`src/rtl/rx_mac.sv`:
```
// rx_mac: 32-bit XGMII receive MAC producing an AXI-Stream payload with CRC-32/length checking.
// Define RX_MAC_ADDR_FILTER_EN to drop frames whose DA is neither LOCAL_MAC nor broadcast.
module rx_mac #(
   parameter int          AXIS_DATA_WIDTH  = 32,
   parameter int          AXIS_DATA_BYTES  = AXIS_DATA_WIDTH/8,
   parameter int          XGMII_DATA_WIDTH = 32,
   parameter int          XGMII_DATA_BYTES = XGMII_DATA_WIDTH/8,
   parameter int          MIN_FRAME_BYTES  = 64,
   parameter int          MAX_FRAME_BYTES  = 1518,
   parameter logic [47:0] LOCAL_MAC        = 48'h00_11_22_33_44_55
) (
   input  logic                        rx_clk,
   input  logic                        rx_rst,
   input  logic [XGMII_DATA_WIDTH-1:0] in_xgmii_data,
   input  logic [XGMII_DATA_BYTES-1:0] in_xgmii_ctl,
   input  logic                        in_xgmii_valid,
   output logic [AXIS_DATA_WIDTH-1:0]  out_master_rx_tdata,
   output logic [AXIS_DATA_BYTES-1:0]  out_master_rx_tkeep,
   output logic                        out_master_rx_tvalid,
   output logic                        out_master_rx_tlast,
   output logic                        out_master_rx_tuser,
   output logic                        frame_valid,
   output logic                        frame_error
);

   localparam logic [7:0]  C_TERM  = 8'hFD;
   localparam logic [31:0] W_START = 32'h555555FB;
   localparam logic [31:0] W_SFD   = 32'hD5555555;
   localparam logic [31:0] W_IDLE  = 32'h07070707;
   localparam logic [10:0] L_MIN   = 11'(MIN_FRAME_BYTES);
   localparam logic [10:0] L_MAX   = 11'(MAX_FRAME_BYTES);
`ifdef RX_MAC_ADDR_FILTER_EN
   localparam logic FILTER_EN = 1'b1;
`else
   localparam logic FILTER_EN = 1'b0;
`endif

   typedef enum logic [1:0] {S_IDLE, S_PRE, S_DATA, S_DROP} state_t;

   function automatic logic [31:0] f_crc_byte(input logic [31:0] c, input logic [7:0] d);
      logic [31:0] r;
      r = c;
      for (int i = 0; i < 8; i++)
         r = (r >> 1) ^ (((r[0] ^ d[i]) == 1'b1) ? 32'hEDB88320 : 32'h0);
      return r;
   endfunction

   function automatic logic [31:0] f_crc_word(input logic [31:0] c, input logic [31:0] d,
                                              input logic [2:0] n);
      logic [31:0] r;
      r = c;
      for (int i = 0; i < 4; i++)
         if (i < int'(n)) r = f_crc_byte(r, d[8*i +: 8]);
      return r;
   endfunction

   // Register is kept LSB-first; the residue is checked in MSB-first orientation.
   function automatic logic [31:0] f_rev(input logic [31:0] v);
      logic [31:0] r;
      for (int i = 0; i < 32; i++) r[i] = v[31-i];
      return r;
   endfunction

   function automatic logic [3:0] f_keep(input logic [1:0] k);
      logic [3:0] m;
      case (k)
         2'd1:    m = 4'b0001;
         2'd2:    m = 4'b0011;
         2'd3:    m = 4'b0111;
         default: m = 4'b1111;
      endcase
      return m;
   endfunction

   state_t      r_state, w_state_nxt;
   logic [31:0] r_crc, w_crc_nxt;
   logic [10:0] r_cnt, w_cnt_nxt;
   logic        r_err, w_err_nxt;
   logic [31:0] r_a, w_a_nxt, r_b, w_b_nxt;
   logic        r_a_vld, w_a_vld_nxt, r_b_vld, w_b_vld_nxt;
   logic        r_first, w_first_nxt;
   logic        r_quiet, w_quiet_nxt;
   logic        r_pend_vld, w_pend_vld_nxt;
   logic [31:0] r_pend_data, w_pend_data_nxt;
   logic [3:0]  r_pend_keep, w_pend_keep_nxt;
   logic        r_pend_user, w_pend_user_nxt;
   logic [31:0] r_tdata, w_tdata_nxt;
   logic [3:0]  r_tkeep, w_tkeep_nxt;
   logic        r_tvalid, w_tvalid_nxt, r_tlast, w_tlast_nxt, r_tuser, w_tuser_nxt;
   logic        r_fv, w_fv_nxt, r_fe, w_fe_nxt;

   logic [1:0]  w_lo_lane;
   logic        w_lo_ctl, w_lo_fd, w_has_fd;
   logic        w_start, w_sfd, w_idle_w, w_end_word;
   logic [1:0]  w_end_k;
   logic [31:0] w_crc_end;
   logic [11:0] w_sum;
   logic [10:0] w_total, w_cnt_inc;
   logic        w_bad;
   logic [47:0] w_da;
   logic        w_da_hit, w_filt_drop;

   // Lowest control lane decides between terminate and error.
   always_comb begin
      w_lo_lane = 2'd0;
      w_lo_ctl  = 1'b0;
      w_lo_fd   = 1'b0;
      w_has_fd  = 1'b0;
      for (int i = 3; i >= 0; i--) begin
         if (in_xgmii_ctl[i]) begin
            w_lo_lane = 2'(i);
            w_lo_ctl  = 1'b1;
            w_lo_fd   = (in_xgmii_data[8*i +: 8] == C_TERM);
            if (in_xgmii_data[8*i +: 8] == C_TERM) w_has_fd = 1'b1;
         end
      end
   end

   assign w_start    = (in_xgmii_ctl == 4'b0001) && (in_xgmii_data == W_START);
   assign w_sfd      = (in_xgmii_ctl == 4'b0000) && (in_xgmii_data == W_SFD);
   assign w_idle_w   = (in_xgmii_ctl == 4'b1111) && (in_xgmii_data == W_IDLE);
   assign w_end_word = w_lo_fd | w_idle_w;
   assign w_end_k    = w_lo_fd ? w_lo_lane : 2'd0;

   assign w_crc_end = f_crc_word(r_crc, in_xgmii_data, {1'b0, w_end_k});
   assign w_sum     = {1'b0, r_cnt} + {10'd0, w_end_k};
   assign w_total   = w_sum[11] ? 11'h7FF : w_sum[10:0];
   assign w_cnt_inc = (r_cnt > 11'd2043) ? 11'h7FF : r_cnt + 11'd4;
   assign w_bad     = (f_rev(w_crc_end) != 32'hC704DD7B) || (w_total < L_MIN) ||
                      (w_total > L_MAX) || r_err || w_idle_w;

   assign w_da        = {r_b[7:0], r_b[15:8], r_b[23:16], r_b[31:24], r_a[7:0], r_a[15:8]};
   assign w_da_hit    = (w_da == LOCAL_MAC) || (w_da == 48'hFFFF_FFFF_FFFF);
   assign w_filt_drop = FILTER_EN && r_first && !w_da_hit;

   always_comb begin
      w_state_nxt     = r_state;
      w_crc_nxt       = r_crc;
      w_cnt_nxt       = r_cnt;
      w_err_nxt       = r_err;
      w_a_nxt         = r_a;
      w_b_nxt         = r_b;
      w_a_vld_nxt     = r_a_vld;
      w_b_vld_nxt     = r_b_vld;
      w_first_nxt     = r_first;
      w_quiet_nxt     = r_quiet;
      w_pend_vld_nxt  = 1'b0;
      w_pend_data_nxt = r_pend_data;
      w_pend_keep_nxt = r_pend_keep;
      w_pend_user_nxt = r_pend_user;
      w_tdata_nxt     = '0;
      w_tkeep_nxt     = '0;
      w_tvalid_nxt    = 1'b0;
      w_tlast_nxt     = 1'b0;
      w_tuser_nxt     = 1'b0;
      w_fv_nxt        = 1'b0;
      w_fe_nxt        = 1'b0;

      // Trailing partial beat goes out regardless of what the PCS is sending now.
      if (r_pend_vld) begin
         w_tvalid_nxt = 1'b1;
         w_tdata_nxt  = r_pend_data;
         w_tkeep_nxt  = r_pend_keep;
         w_tlast_nxt  = 1'b1;
         w_tuser_nxt  = r_pend_user;
         w_fv_nxt     = !r_pend_user;
         w_fe_nxt     = r_pend_user;
      end

      if (in_xgmii_valid) begin
         unique case (r_state)
            S_IDLE: begin
               if (w_start) begin
                  w_state_nxt = S_PRE;
                  w_crc_nxt   = 32'hFFFFFFFF;
                  w_cnt_nxt   = 11'd0;
                  w_err_nxt   = 1'b0;
                  w_a_vld_nxt = 1'b0;
                  w_b_vld_nxt = 1'b0;
                  w_first_nxt = 1'b1;
                  w_quiet_nxt = 1'b0;
               end
            end
            S_PRE: begin
               if (w_sfd) begin
                  w_state_nxt = S_DATA;
               end else if (w_has_fd || w_idle_w) begin
                  w_state_nxt = S_IDLE;
                  w_fe_nxt    = 1'b1;
               end else begin
                  w_state_nxt = S_DROP;
                  w_quiet_nxt = 1'b0;
               end
            end
            S_DATA: begin
               if (!w_end_word) begin
                  // Plain data, or a stray control word that poisons the frame.
                  if (w_lo_ctl) w_err_nxt = 1'b1;
                  w_crc_nxt   = f_crc_word(r_crc, in_xgmii_data, 3'd4);
                  w_cnt_nxt   = w_cnt_inc;
                  w_b_nxt     = r_a;
                  w_b_vld_nxt = r_a_vld;
                  w_a_nxt     = in_xgmii_data;
                  w_a_vld_nxt = 1'b1;
                  if (r_a_vld && r_b_vld) begin
                     if (w_filt_drop) begin
                        w_state_nxt = S_DROP;
                        w_quiet_nxt = 1'b1;
                        w_a_vld_nxt = 1'b0;
                        w_b_vld_nxt = 1'b0;
                     end else begin
                        w_tvalid_nxt = 1'b1;
                        w_tdata_nxt  = r_b;
                        w_tkeep_nxt  = 4'b1111;
                        w_first_nxt  = 1'b0;
                     end
                  end
               end else begin
                  w_state_nxt = S_IDLE;
                  w_crc_nxt   = w_crc_end;
                  w_a_vld_nxt = 1'b0;
                  w_b_vld_nxt = 1'b0;
                  if (!r_b_vld) begin
                     w_fe_nxt = 1'b1;
                  end else if (!w_filt_drop) begin
                     w_tvalid_nxt = 1'b1;
                     w_tdata_nxt  = r_b;
                     w_tkeep_nxt  = 4'b1111;
                     if (w_end_k == 2'd0) begin
                        w_tlast_nxt = 1'b1;
                        w_tuser_nxt = w_bad;
                        w_fv_nxt    = !w_bad;
                        w_fe_nxt    = w_bad;
                     end else begin
                        w_pend_vld_nxt  = 1'b1;
                        w_pend_data_nxt = r_a;
                        w_pend_keep_nxt = f_keep(w_end_k);
                        w_pend_user_nxt = w_bad;
                     end
                  end
               end
            end
            S_DROP: begin
               if (w_has_fd || w_idle_w) begin
                  w_state_nxt = S_IDLE;
                  w_fe_nxt    = !r_quiet;
               end
            end
            default: w_state_nxt = S_IDLE;
         endcase
      end
   end

   always_ff @(posedge rx_clk or posedge rx_rst) begin
      if (rx_rst) begin
         r_state     <= S_IDLE;
         r_crc       <= 32'hFFFFFFFF;
         r_cnt       <= 11'd0;
         r_err       <= 1'b0;
         r_a         <= '0;
         r_b         <= '0;
         r_a_vld     <= 1'b0;
         r_b_vld     <= 1'b0;
         r_first     <= 1'b0;
         r_quiet     <= 1'b0;
         r_pend_vld  <= 1'b0;
         r_pend_data <= '0;
         r_pend_keep <= '0;
         r_pend_user <= 1'b0;
         r_tdata     <= '0;
         r_tkeep     <= '0;
         r_tvalid    <= 1'b0;
         r_tlast     <= 1'b0;
         r_tuser     <= 1'b0;
         r_fv        <= 1'b0;
         r_fe        <= 1'b0;
      end else begin
         r_state     <= w_state_nxt;
         r_crc       <= w_crc_nxt;
         r_cnt       <= w_cnt_nxt;
         r_err       <= w_err_nxt;
         r_a         <= w_a_nxt;
         r_b         <= w_b_nxt;
         r_a_vld     <= w_a_vld_nxt;
         r_b_vld     <= w_b_vld_nxt;
         r_first     <= w_first_nxt;
         r_quiet     <= w_quiet_nxt;
         r_pend_vld  <= w_pend_vld_nxt;
         r_pend_data <= w_pend_data_nxt;
         r_pend_keep <= w_pend_keep_nxt;
         r_pend_user <= w_pend_user_nxt;
         r_tdata     <= w_tdata_nxt;
         r_tkeep     <= w_tkeep_nxt;
         r_tvalid    <= w_tvalid_nxt;
         r_tlast     <= w_tlast_nxt;
         r_tuser     <= w_tuser_nxt;
         r_fv        <= w_fv_nxt;
         r_fe        <= w_fe_nxt;
      end
   end

   assign out_master_rx_tdata  = r_tdata;
   assign out_master_rx_tkeep  = r_tkeep;
   assign out_master_rx_tvalid = r_tvalid;
   assign out_master_rx_tlast  = r_tlast;
   assign out_master_rx_tuser  = r_tuser;
   assign frame_valid          = r_fv;
   assign frame_error          = r_fe;

endmodule

```
`config.mk`:
```
export PLATFORM = sky130hd
export DESIGN_NAME = rx_mac
export DESIGN_NICKNAME = d
export VERILOG_FILES = /design/src/rtl/rx_mac.sv
export SDC_FILE = /design/constraint.sdc
export NUM_CORES = 1
export LEC_CHECK = 0
export ABC_AREA = 0
export CAP_MARGIN = 15
export CORE_MARGIN = 2
export CORE_UTILIZATION = 67
export DETAILED_ROUTE_END_ITERATION = 12
export PLACE_DENSITY = 0.9
export SYNTH_ARGS = -nofsm -noshare
export SYNTH_HDL_FRONTEND = slang
export SYNTH_SLANG_ARGS = --single-unit
export TNS_END_PERCENT = 30
```
`constraint.sdc`:
```
create_clock -name rx_clk -period 10.5 [get_ports rx_clk]
set_input_delay 2.1 -clock rx_clk [delete_from_list [all_inputs] [get_ports rx_clk]]
set_output_delay 2.1 -clock rx_clk [all_outputs]
set_load 0.02 [all_outputs]
```
Figure 1. Met1 routing (run 1).
Drawn at 3 px/um. Supply wires on this layer in grey. Cells faint in the background.
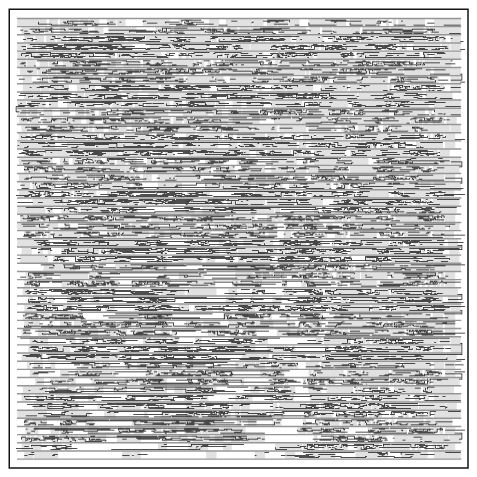
The layer holds 38% of the routed length. The layer carries 18300 um of wire. The longest straight run is 54.7 um. The wires run mostly horizontal.

Figure 2. I/O nets highlighted (run 1).
Drawn at 2 px/um.
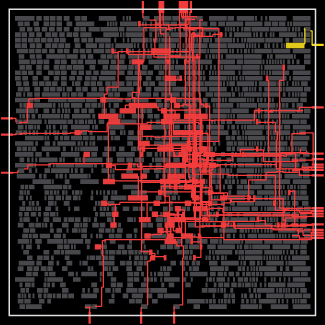
Key: in_xgmii_data = red [direction input, end cells 134, buffers 39, wire 4400 um]; out_master_rx_tvalid = yellow [direction output, end cells 1, buffers 1, wire 17.4 um]

Figure 3. Placement by cell class (run 1).
Drawn at 2 px/um.
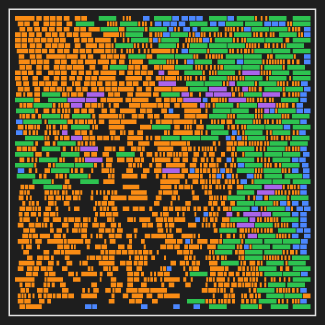
Key: combinational and other logic = orange [cells 1422]; remaining buffers and delay cells = blue [cells 101]; clock drivers and dummy loads = purple [cells 32]; sequential cells = green [cells 190]

==> datasheet_impl.txt, run 1 <==
Implementation parameters

Parameter                              Value

Synth
  Mapped Area .................. 14760 um2
  Ranking of synthesized cells by instance count .................. sky130_fd_sc_hd__nand2_1 (456), sky130_fd_sc_hd__xnor2_1 (247), sky130_fd_sc_hd__dfrtp_1 (158)
  Synth top area cells .................. sky130_fd_sc_hd__dfrtp_1 (27%), sky130_fd_sc_hd__xnor2_1 (15%), sky130_fd_sc_hd__nand2_1 (12%)
  #FFs+latches synth .................. 190
  Number of enable flip-flop cells .................. 0
  Top-area cell type share of the netlist area .................. 26.79%
  Most common cell in the netlist .................. sky130_fd_sc_hd__nand2_1
  Total number of yosys warnings .................. 0
  Area reported by Yosys stat .................. ~15000 um2
  Distinct lib cells .................. 80

Drt
  TritonRoute pass-1 iters .................. 9
  Average wire per standard cell .................. 24.11 um
  Final antenna-violating net count .................. 0
  Total number of vias .................. 12750
  Total wirelength of the detailed-routed design .................. 48820 um

Clock network
  Post-CTS Hold Buffers .................. 0
  Count of instances resized after the clock tree is built .................. 0
  Post-CTS setup-driven buffer insertion count .................. 0
  Clock sink count .................. 190
  Late-Pin Clk Latency .................. 440 ps
  Count of H-tree levels built during CTS .................. 4
  Number of buffers created by CTS .................. 17
  Master cell of the clock root buffer .................. sky130_fd_sc_hd__clkbuf_16
  Clock tree from TritonCTS .................. built

Layout
  Number of antenna diodes .................. 0
  Finished Cell Area .................. 16370 um2
  Area growth syn-to-layout .................. 10.92%
  Commonest non-fill, non-tap cell in the layout .................. sky130_fd_sc_hd__nand2_1
  Layout cell share with drive strength beyond 1 .................. 8.825%
  Tally of filler cells in the layout .................. 1559

Place
  Placed cell areas .................. 15780 um2
  Number of buffers added on ports .................. 79

Critical path
  Slowest library cell on the worst path .................. sky130_fd_sc_hd__clkdlybuf4s50_1
  Ordered cell list for the critical path .................. clkdlybuf4s50_1 -> nand3b_1 -> nor4_1 -> o21ai_1 -> nand2_1 -> and2_1 -> inv_1 -> ha_1 -> inv_2 -> mux2i_2 -> xnor2_1 -> or4_1 -> and3b_1 -> mux2_2 -> nor4_4 -> xnor2_1 -> xor2_1 -> xor2_1 -> mux2i_1 -> a21oi_1 -> nand4b_1 -> nor4_2 -> o21ai_0
  Critical Path Sink Type .................. register
  Crit start category .................. input pin
  CP arrival .................. just over 9000 ps
  Cell depth of the worst flop-to-flop path .................. 15

Global route
  Number of global-route vias before repair .................. 12662
  Maximum number of pins on one net before global-route repair .................. between 100 and 150
  Wire length of the first global-routing pass .................. around 75000 um
  Overall overflow remaining after global route .................. 0

Final timing
  Final max-slew violation count .................. 0
  Final worst clock skew .................. 11.59 ps
  Aggregate negative setup slack .................. 0 ps
  Maximum clock frequency .................. 0.1112 GHz
  Final critical path time including I/O delays and setup .................. 8996 ps

Die
  Placeable core region .................. between 20000 and 25000 um2
  Overall die width .................. around 150 um

Flow run
  Max-cap violations .................. 0

Worst hold path
  Worst hold path startpoint .................. r_b[27]$_DFFE_PP0P_
  Class of the most critical hold timing path .................. reg -> reg

Run status
  Status .................. finished, final reports clean
-- run 1: per-layer routing --
layer	global-route usage, %	up-vias	wire (um)
met1	55.70	6094	18320
met3	7.736	213	4908
met4	26.23	0	3599
li1	-	5657	-
met2	65.70	786	21990
met5	0	-	0
-- run 1: sequential cells by signal (all words and copies together) (netlist names) --
register,cells
frame_error,1
frame_valid,1
out_master_rx_tdata,32
out_master_rx_tkeep,4
out_master_rx_tlast,1
out_master_rx_tuser,1
out_master_rx_tvalid,1
r_a,32
r_a_vld,1
r_b,32
r_b_vld,1
r_cnt,10
r_crc,32
r_err,1
r_pend_data,32
r_pend_keep,4
r_pend_user,1
r_pend_vld,1
r_state,2
-- run 1: cells by family (layout without fill, tap and decap cells) --
| kind of cell | count (synthesis) | after routing | synth area share, % |
|---|---|---|---|
| AND-OR/OR-AND | 216 | 216 | 8.757 |
| adder cells (fa/ha/maj) | 8 | 8 | 0.7290 |
| AND/OR/NAND/NOR | 717 | 717 | 20.92 |
| XOR/XNOR | 429 | 429 | 31.87 |
| buffers and inverters | 97 | 151 | 2.679 |
| flip-flops | 190 | 190 | 32.48 |
| multiplexers | 34 | 34 | 2.560 |
-- run 1: worst max-delay path by stage --
stage	to	depth (start not counted)	startpoint
after floorplan	frame_error$_DFF_PP0_	23	in_xgmii_data[20]
after global placement	frame_error$_DFF_PP0_	22	in_xgmii_data[22]
after detailed placement	frame_error$_DFF_PP0_	23	in_xgmii_data[22]
after CTS	frame_error$_DFF_PP0_	23	in_xgmii_data[22]
after global routing	frame_error$_DFF_PP0_	23	in_xgmii_data[22]
final	out_master_rx_tuser$_DFF_PP0_	23	in_xgmii_data[22]
-- run 1: critical path: cells and delay by family --
family	cells	cell delay (ps)
muxes	3	930
adders and majority gates	1	200
buffers and inverters	3	1180
AOI/OAI and AO/OA	3	560
xor gates and xnor gates	4	1050
and+or+nand+nor	9	3250
-- run 1: stage by stage --
step / worst slack (ps) / cells / hold WS, ps
finish: 1504 / 2025 / 468.4
global route: 1042 / 2025 / 487.1
CTS: 1634 / 2025 / 471.9
detailed placement: 1191 / 1993 / 451.9
global placement: 1339 / 1993 / 447.5
floorplan: 2966 / 1691 / 435.0
-- run 1: layout make-up --
type | instances | area, um2 | share of cell area, %
Clock inverter | 13 | 138.9 | 0.8483
Multi-Input combinational cell | 1404 | 9604 | 58.66
Tap cell | 280 | 350.3 | 2.140
Timing Repair Buffer | 101 | 955.9 | 5.839
Sequential cell | 190 | 4795 | 29.29
Clock buffer | 19 | 452.9 | 2.767
Inverter | 18 | 75.07 | 0.4585
Figure 4. Cell outlines without signal wires (run 1).
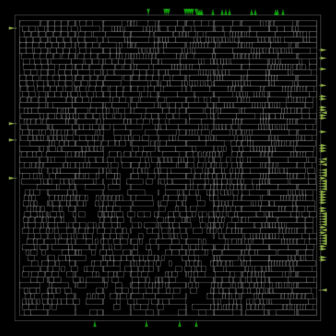

==> run 1 -> run 2 <==
- CORE_MARGIN: 2 -> 4
Figure 5. Cell outlines without signal wires (run 2).
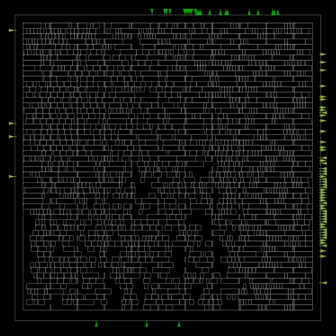
fraction of area in registers: 29.22%
fraction of the core area covered by cells at the end of the flow: 75.41%
Final Instance Count excl. Fillers: 2028

==> datasheet_impl.txt, run 2 <==
Implementation parameters

Parameter                              Value

Synth
  Top-area cell type share of the netlist area .................. 26.79%
  Fraction of registers with async set/reset .................. 100.0%
  Mux frac, synth .................. 2.560%
  Mapped Avg Cell Area .................. 8.729 um2
  #FFs+latches synth .................. 190
  Area reported by Yosys stat .................. between 10000 and 15000 um2
  Synth Flop Type .................. sky130_fd_sc_hd__dfrtp_1
  Simple-gate share of the synthesized area .................. 20.92%
  Synth top area cells .................. sky130_fd_sc_hd__dfrtp_1 (27%), sky130_fd_sc_hd__xnor2_1 (15%), sky130_fd_sc_hd__nand2_1 (12%)
  Sequential area share after synthesis .................. 32.48%
  Mapped Area .................. 14760 um2
  Ranking of synthesized cells by instance count .................. sky130_fd_sc_hd__nand2_1 (456), sky130_fd_sc_hd__xnor2_1 (247), sky130_fd_sc_hd__dfrtp_1 (158)
  Total number of yosys warnings .................. 0
  Ys cells .................. around 1700
  Most common cell in the netlist .................. sky130_fd_sc_hd__nand2_1
  Cell type with the highest aggregate area in the netlist .................. sky130_fd_sc_hd__dfrtp_1
  Dominant kind of combinational cell .................. XOR/XNOR gates
  Synthesized-area fraction occupied by adder cells .................. 0.7290%
  Cell count after synthesis .................. 1691
  Syn_nets .................. 1738
  Distinct lib cells .................. around 80
  Number of enable flip-flop cells .................. 0
  Complex-gate fraction of the synthesized area .................. 8.756%
  Parity-gate share of the synthesized area counting xor and xnor cells .................. between 30% and 40%

Global route
  Number of global-route vias before repair .................. around 13000
  Overall overflow remaining after global route .................. 0
  Maximum number of pins on one net before global-route repair .................. 115
  Wire length of the first global-routing pass .................. between 70000 and 80000 um
  Antenna violations before repair .................. 1
  Tot GR Track Use .................. 43.27%

Clock network
  CTS clk-pin slew, worst paths .................. 80 ps
  Clock sink count .................. 190
  Late-Pin Clk Latency .................. 450 ps
  Number of buffers created by CTS .................. 17
  Post-CTS Hold Buffers .................. 0
  Count of instances resized after the clock tree is built .................. 0
  Max Root-Sink Buffers .................. 2
  Clock tree from TritonCTS .................. built
  Master cell of the clock root buffer .................. sky130_fd_sc_hd__clkbuf_16
  Count of H-tree levels built during CTS .................. 4
  Post-CTS setup-driven buffer insertion count .................. 0

Flow run
  Max-cap violations .................. 0
  Total number of warnings across the stage logs .................. 31

Drt
  Average wire per standard cell .................. approximately 26 um
  Total number of vias .................. 13271
  Final antenna-violating net count .................. 0
  Detailed route wirelength on metal2 .................. around 23000 um
  Total wirelength of the detailed-routed design .................. ~52000 um
  Highest routed layer .................. met4
  M1 WL .................. 18810 um
  Starting DRC count in detailed routing .................. around 1700
  TritonRoute pass-1 iters .................. 6
  DR vias/cell .................. 6.544
  Detailed route wirelength on metal3 .................. 6009 um
  Post-detailed-route DRC marker count .................. 0

Critical path
  Highest cell delay on the worst timing path .................. 710 ps
  CP arrival .................. 9430 ps
  Stages on worst setup path .................. 25
  Worst reg2reg path endpoint .................. frame_error$_DFF_PP0_
  Worst-path fanout max .................. approximately 48
  Worst reg2reg path startpoint .................. r_crc[7]$_DFFE_PP1P_
  Critical Path Sink Type .................. register
  Required time of the critical path .................. 10780 ps
  WS Path Type .................. in -> reg
  Dominant delay contributor by cell family on the critical path .................. simple AND/OR/NAND/NOR gates
  Number of buffers and inverters on the critical path .................. 3
  Cell depth of the worst flop-to-flop path .................. 15
  Slowest library cell on the worst path .................. sky130_fd_sc_hd__xnor2_2
  Crit start category .................. input pin
  Reg2reg setup slack .................. 4060 ps

Place
  Number of buffers added on ports .................. 79
  Dpl cells .................. 1996
  Worst setup slack before clock tree synthesis .................. 1156 ps
  Routability congestion estimate .................. between 1 and 1.5
  Post-detail-place hpwl .................. 38470 um

Layout
  Tally of filler cells in the layout .................. 1444
  Area used by sequential logic in the layout .................. 4795 um2
  Net count of the finished layout .................. approximately 1800
  Area growth syn-to-layout .................. 11.16%
  Commonest cells after routing, fill and taps aside .................. sky130_fd_sc_hd__nand2_1 (455), sky130_fd_sc_hd__xnor2_1 (247), sky130_fd_sc_hd__dfrtp_1 (158)
  Area taken by multi-input logic gates .................. 9597 um2
  Number of antenna diodes .................. 0
  Commonest non-fill, non-tap cell in the layout .................. sky130_fd_sc_hd__nand2_1
  Layout cell share with drive strength beyond 1 .................. 8.924%

Final timing
  Final critical path time including I/O delays and setup .................. 9149 ps
  Setup-violating endpoint count in the final report .................. 0
  Post-route worst setup slack .................. 1351 ps
  Fin Hold WS .................. approximately 470 ps
  Period Utilization, post-route .................. slightly below 90%
  Final max-slew violation count .................. 0
  Final worst clock skew .................. 20.34 ps
  Maximum clock frequency .................. 0.1093 GHz
  Total count of hold-check failures in the final report .................. 0
  Aggregate negative setup slack .................. 0 ps
  Transition at the pin with the smallest max-transition slack .................. 1094 ps
  RSZ-0062 raised after global routing .................. no
  Slew headroom .................. 26.54%

Worst hold path
  Worst hold path startpoint .................. r_pend_data[6]$_DFFE_PP0P_
  Class of the most critical hold timing path .................. reg -> reg
  Worst min-delay path endpoint .................. r_pend_data[6]$_DFFE_PP0P_
  Cell depth of the worst hold path .................. 2

Die
  Row count .................. 54
  Overall die width .................. around 160 um
  Fraction of the core area occupied by cells at floorplan .................. 67.85%
  I/O pin count .................. 80
  Placeable core region .................. about 22000 um2
  Total die size .................. between 20000 and 25000 um2
  Die height .................. 156.4 um

Run status
  Status .................. finished, final reports clean
==> run 2: cell count changes in the layout (fill, tap and decap cells not counted), sizes merged <==
| cell | change |
|---|---|
| clkbuf | -1 |
| clkinv | -1 |
| inv | +4 |
| buf | +3 |
| clkinvlp | -2 |
==> run 2: routing by layer <==
| metal | vias to the layer above | global-route usage, % |
|---|---|---|
| li1 | 5663 | - |
| met1 | 6381 | 55.49 |
| met2 | 986 | 67.35 |
| met4 | 0 | 25.45 |
| met5 | - | 0 |
| met3 | 241 | 9.983 |
==> run 2: cell families after synthesis <==
family | after synthesis
XOR/XNOR | 429
multiplexers | 34
AND/OR/NAND/NOR | 717
AND-OR/OR-AND | 216
adder cells (fa/ha/maj) | 8
flip-flops | 190
buffers and inverters | 97
==> run 2: worst register-to-register path: stages, from the launching register on <==
cell and delay (ps):
sky130_fd_sc_hd__dfstp_2 430, sky130_fd_sc_hd__xnor2_2 510, sky130_fd_sc_hd__xor2_1 790, sky130_fd_sc_hd__or3b_1 230, sky130_fd_sc_hd__o2111ai_1 210, sky130_fd_sc_hd__nor2_2 540
sky130_fd_sc_hd__xnor3_1 500, sky130_fd_sc_hd__o21a_1 230, sky130_fd_sc_hd__xnor2_2 710, sky130_fd_sc_hd__xnor3_1 410, sky130_fd_sc_hd__a21oi_1 90, sky130_fd_sc_hd__a2111o_1 380
sky130_fd_sc_hd__nor4_1 200, sky130_fd_sc_hd__nand4b_1 160, sky130_fd_sc_hd__nor4_2 630, sky130_fd_sc_hd__a41oi_1 230
==> run 2: metrics by stage <==
| stage | instance area, um2 |
|---|---|
| 6_report | 16410 |
| 5_1_grt | 16410 |
| 4_1_cts | 16410 |
| 3_5_place_dp | 15800 |
| 3_3_place_gp | 15800 |
| 2_1_floorplan | 14760 |
==> run 2: layout make-up <==
type,count,share of cell area [%]
repair buffers,104,5.964
inverters,18,0.4576
clock buffers,18,2.677
multi-input cells,1404,58.49
flip-flops and latches,190,29.22
well taps,280,2.135
clock inverters,14,1.052
==> run 2: worst max path at each step <==
stage,start,end,slack [ps]
floorplan,in_xgmii_data[20],frame_error$_DFF_PP0_,2970
global placement,in_xgmii_data[20],frame_error$_DFF_PP0_,1130
detailed placement,in_xgmii_data[20],frame_error$_DFF_PP0_,1160
CTS,in_xgmii_data[20],frame_error$_DFF_PP0_,1590
global route,in_xgmii_data[20],frame_error$_DFF_PP0_,960
finish,in_xgmii_data[30],frame_error$_DFF_PP0_,1350
